==> config.mk <==
export PLATFORM = sky130hd
export DESIGN_NAME = rr_arbiter8
export DESIGN_NICKNAME = d
export VERILOG_FILES = /design/src/rtl/arb_pkg.sv /design/src/rtl/rr_pick8.sv /design/src/rtl/rr_arbiter8.sv
export SDC_FILE = /design/constraint.sdc
export NUM_CORES = 1
export LEC_CHECK = 0
export CAP_MARGIN = 20
export CORE_AREA = 5 5 44 84
export DETAILED_ROUTE_END_ITERATION = 8
export DIE_AREA = 0 0 49 89
export GPL_TIMING_DRIVEN = 0
export PLACE_DENSITY = 0.74
export SLEW_MARGIN = 10
export SYNTH_ARGS = -nofsm -noshare
export SYNTH_HDL_FRONTEND = slang
export SYNTH_HIERARCHICAL = 1
export SYNTH_SLANG_ARGS = --single-unit
==> constraint.sdc <==
create_clock -name clk -period 4.65 [get_ports clk]
set_input_delay 0.93 -clock clk [delete_from_list [all_inputs] [get_ports clk]]
set_output_delay 0.93 -clock clk [all_outputs]
set_load 0.05 [all_outputs]
### Cell area per tile, run 1

Scale bar: 10 um. 5 x 9 tiles, from black (low) to pale yellow (high), 0 to 100% covered.
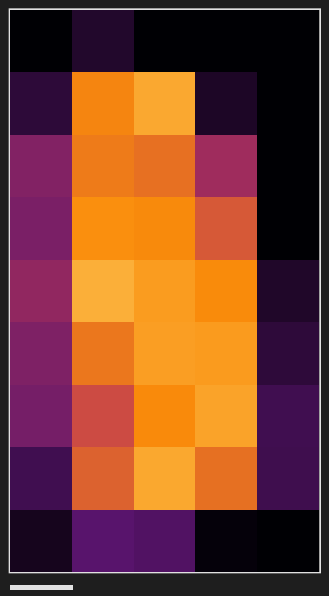
tiles over 75% full: 18%
densest ninth of the die: center
fullest tile: 83%
mean over tiles: 39%
nearly empty tiles: 20%
emptiest ninth of the die: upper right
Pre-Place Util: 48.2%
Core Util, Final: 59.1%
core area: 2940 um2

### Met2 routing, run 1

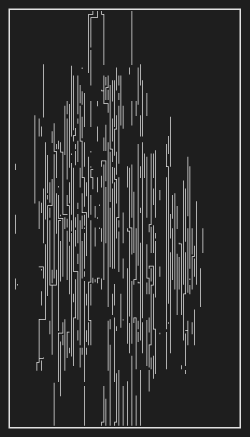
longest straight run: 37.4 um
share of all routed wire: 61%
main direction: vertical
nets with wire on the layer: 173
Total Wirelength: 3550 um
M2 GR Usage: 38.0%
via count: 1248

### Met1 routing, run 1

Scale bar: 10 um.
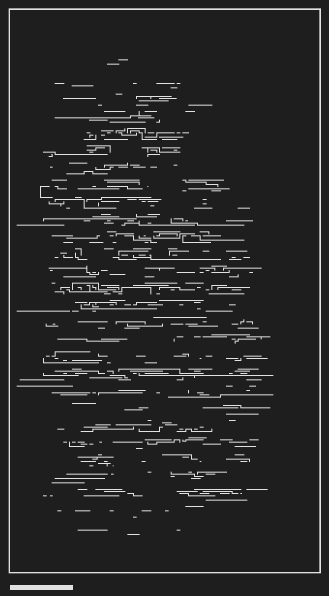
main direction: horizontal
longest straight run: 21.2 um
nets with wire on the layer: 169
share of all routed wire: 32%
met1 usage: 15.0%

### Routed metal per tile, run 1

Scale bar: 10 um. 10 x 18 tiles, from black (low) to pale yellow (high), scaled to the fullest tile. Values are wire area over tile area, all layers added.
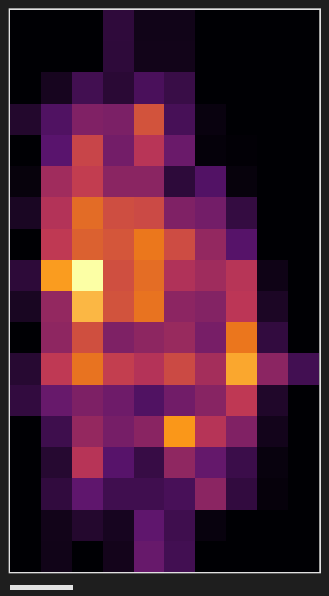
emptiest ninth of the die: upper right
densest ninth of the die: center
mean over tiles: 0.13
Total GRT Usage: 17.7%
WL/cell: 17.6 um

==> impl_metrics.yaml, run 1 <==
# flow metrics
final_layout:
  nets: 187
  largest_register_ffs: 8
  post-route-cell-area_um2: 1740
  layout-drive-gt1-share_pct: 17.5
synth:
  ff_type: "dfxtp_1"
  adder_share_pct: 3.18
  ys_warn_count: 6
  synth-simple-area-share_pct: 19.0
global_route:
  grt-busiest-layer: "met2"
  met3_usage_pct: 2.67
  antenna_found_initial: 0
cts:
  ctsResizeCount: 0
  htreeDepth: 1
  ctsLongestPathBuffers: 2
drt:
  vias_per_cell: 6.21
  drcViolationCount: 0
floorplan:
  num_io_pins: 25
sta:
  drv_slew: 0
  setup_viol: 0
  clock.fmax_ghz: 0.249
  hold_violations: 0
worst_setup_path:
  path_max_fanout: 5
outcome:
  outcome: "finished clean"
flow_run:
  drv_cap: 0
place:
  place_inst: 197
run 1: critical path, cell delays in order:
cell and delay, ps:
clkdlybuf4s50_1 490, mux4_1 580, mux2i_1 300, nand2_1 100
a311oi_1 290, nor2_1 100, fa_1 410, xor2_1 330
nand3_2 180, a21boi_1 210, nand3_1 110, a21oi_1 170
run 1: final cells by class:
class / instances / area, um2
clock buffer: 4 / 55.1
tap: 30 / 37.5
sequential: 16 / 320
fill: 275 / 1200
buffer: 9 / 83.8
timing repair buffer: 23 / 230
multi-input combinational: 116 / 1000
inverter: 3 / 11.3
run 1: placed cells by master, fill, tap and decap left out, types with 2 or more instances in the layout:
cell             count
ha_1                 2
xor2_1               2
buf_6                4
dfxtp_1             16
mux2i_1             10
a21oi_1             16
nand2b_1             4
clkdlybuf4s50_1     23
mux4_1               3
nand3_1             12
clkbuf_8             4
o21ai_0              8
nor2b_1              3
o21ai_1              4
nor3b_2              3
a21boi_1             2
clkbuf_1             3
a22o_1               4
nor2_1              12
mux4_2               5
mux2_2               2
inv_1                3
nand2_1              6
run 1: cell families after synthesis:
| kind of cell | count (synthesis) |
|---|---|
| AND-OR/OR-AND | 40 |
| multiplexers | 23 |
| AND/OR/NAND/NOR | 45 |
| XOR/XNOR | 4 |
| adder cells (fa/ha/maj) | 3 |
| flip-flops | 16 |
| buffers and inverters | 12 |
| other | 1 |
### Congestion heat map, run 1

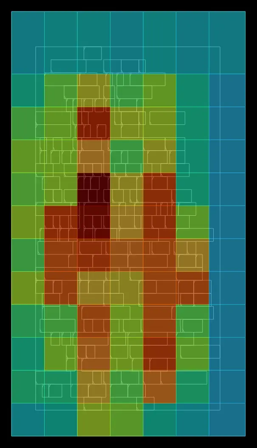

==> run 2, diff against run 1 <==
- clock period: 4.65 -> 4.1 ns (I/O delays scaled with it)
### Congestion heat map, run 2

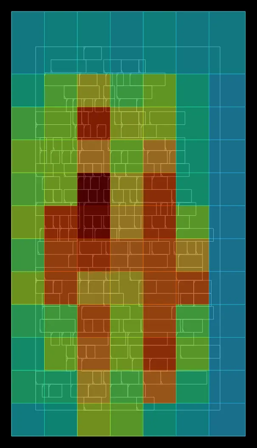
Core Util, Final: 59.6%
WL/cell: 17.9 um
Top Usage Layer GRT: met2
M3 GR Usage: 2.67%

==> run 2 against run 1 <==
  * Area after synthesis stayed put
  * Flip-flop count stayed put
  * Clock skew hardly changed
  * Utilization is 0.47 points higher
  * Critical path depth is 1 higher
  * Wire length is 1.5% higher
  * Sequential share of layout area is 0.14 points lower
  * Hold slack hardly changed
  * Via count is 0.72% higher
  * Final cell count stayed put
==> impl_metrics.yaml, run 2 <==
# flow metrics
outcome:
  outcome: "finished clean"
cts:
  ctsResizeCount: 0
  htreeDepth: 1
  cts_sinks: 16
  ctsLongestPathBuffers: 2
sta:
  setup_viol: 0
  clock.fmax_ghz: 0.256
  drv_slew: 0
  hold_violations: 0
worst_setup_path:
  setup.worst_path.start_class: "input pin"
  critPathSlowestCell: "mux4_1"
  end_kind: "flip-flop"
  path_max_fanout: 5
  crit_chain: "clkdlybuf4s50_1 -> mux4_1 -> mux2_4 -> a21oi_1 -> a21o_1 -> a21boi_1 -> ha_1 -> fa_1 -> xor2_2 -> nand2b_2 -> a21boi_1 -> nand3_1 -> a21oi_1"
  slowest_delay_ps: 600
final_layout:
  nFillCells: 274
  largest_register_ffs: 8
  lay_top_count: "clkdlybuf4s50_1"
  nets: 187
  layout-drive-gt1-share_pct: 19.3
floorplan:
  initCoreUtil_pct: 48.2
drt:
  postRouteAntennaNets: 0
  drcViolationCount: 0
global_route:
  antenna_found_initial: 0
  grt_use_total_pct: 17.7
synth:
  ys_warn_count: 6
  ff_type: "dfxtp_1"
flow_run:
  drv_cap: 0
### Routed metal per tile, run 2

Scale bar: 10 um. 10 x 18 tiles, from black (low) to pale yellow (high), scaled to the fullest tile. Values are wire area over tile area, all layers added.
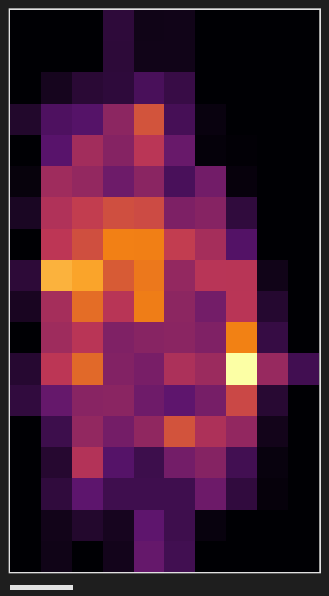
tiles over half the peak: 11%
nearly empty tiles: 32%
fullest tile: 0.60
emptiest ninth of the die: upper right
Total Wirelength: 3600 um
via count: 1257

[run 2: logic make-up (layout without fill, tap and decap cells)]
family,after synthesis,after routing,share of synthesized area [%]
xor+xnor,4,4,4.06
fa+ha+maj,3,3,3.18
flops,16,16,22.6
buf+inv,12,39,6.71
other cells,1,1,0.265
mux,23,23,25.8
simple gates,45,45,19.0
compound gates,40,40,18.4
[run 2: worst max-delay path, delay by kind of cell]
kind,cells,cell delay (ps)
adder cells (fa/ha/maj),2,610
XOR/XNOR,1,220
buffers and inverters,1,490
AND/OR/NAND/NOR,2,370
multiplexers,2,920
AND-OR/OR-AND,5,650
[run 2: layout make-up]
| cell class | instances | area (um2) | share of cell area (%) |
|---|---|---|---|
| Multi-Input combinational cell | 116 | 1020 | 57.9 |
| Sequential cell | 16 | 320 | 18.3 |
| Timing Repair Buffer | 23 | 230 | 13.1 |
| Buffer | 9 | 83.8 | 4.78 |
| Clock buffer | 4 | 55.1 | 3.14 |
| Tap cell | 30 | 37.5 | 2.14 |
| Inverter | 3 | 11.3 | 0.642 |
[run 2: through the flow]
stage	setup TNS (ps)	cells
finish	0	201
global route	0	201
CTS	0	201
detailed placement	-20.9	197
global placement	0	197
floorplan	0	144
[run 2: per-layer routing]
metal / track usage [%] / vias to the layer above
met3: 2.67 / 10
li1: - / 596
met1: 15.0 / 618
met4: 7.84 / 0
met5: 0 / -
met2: 38.0 / 33
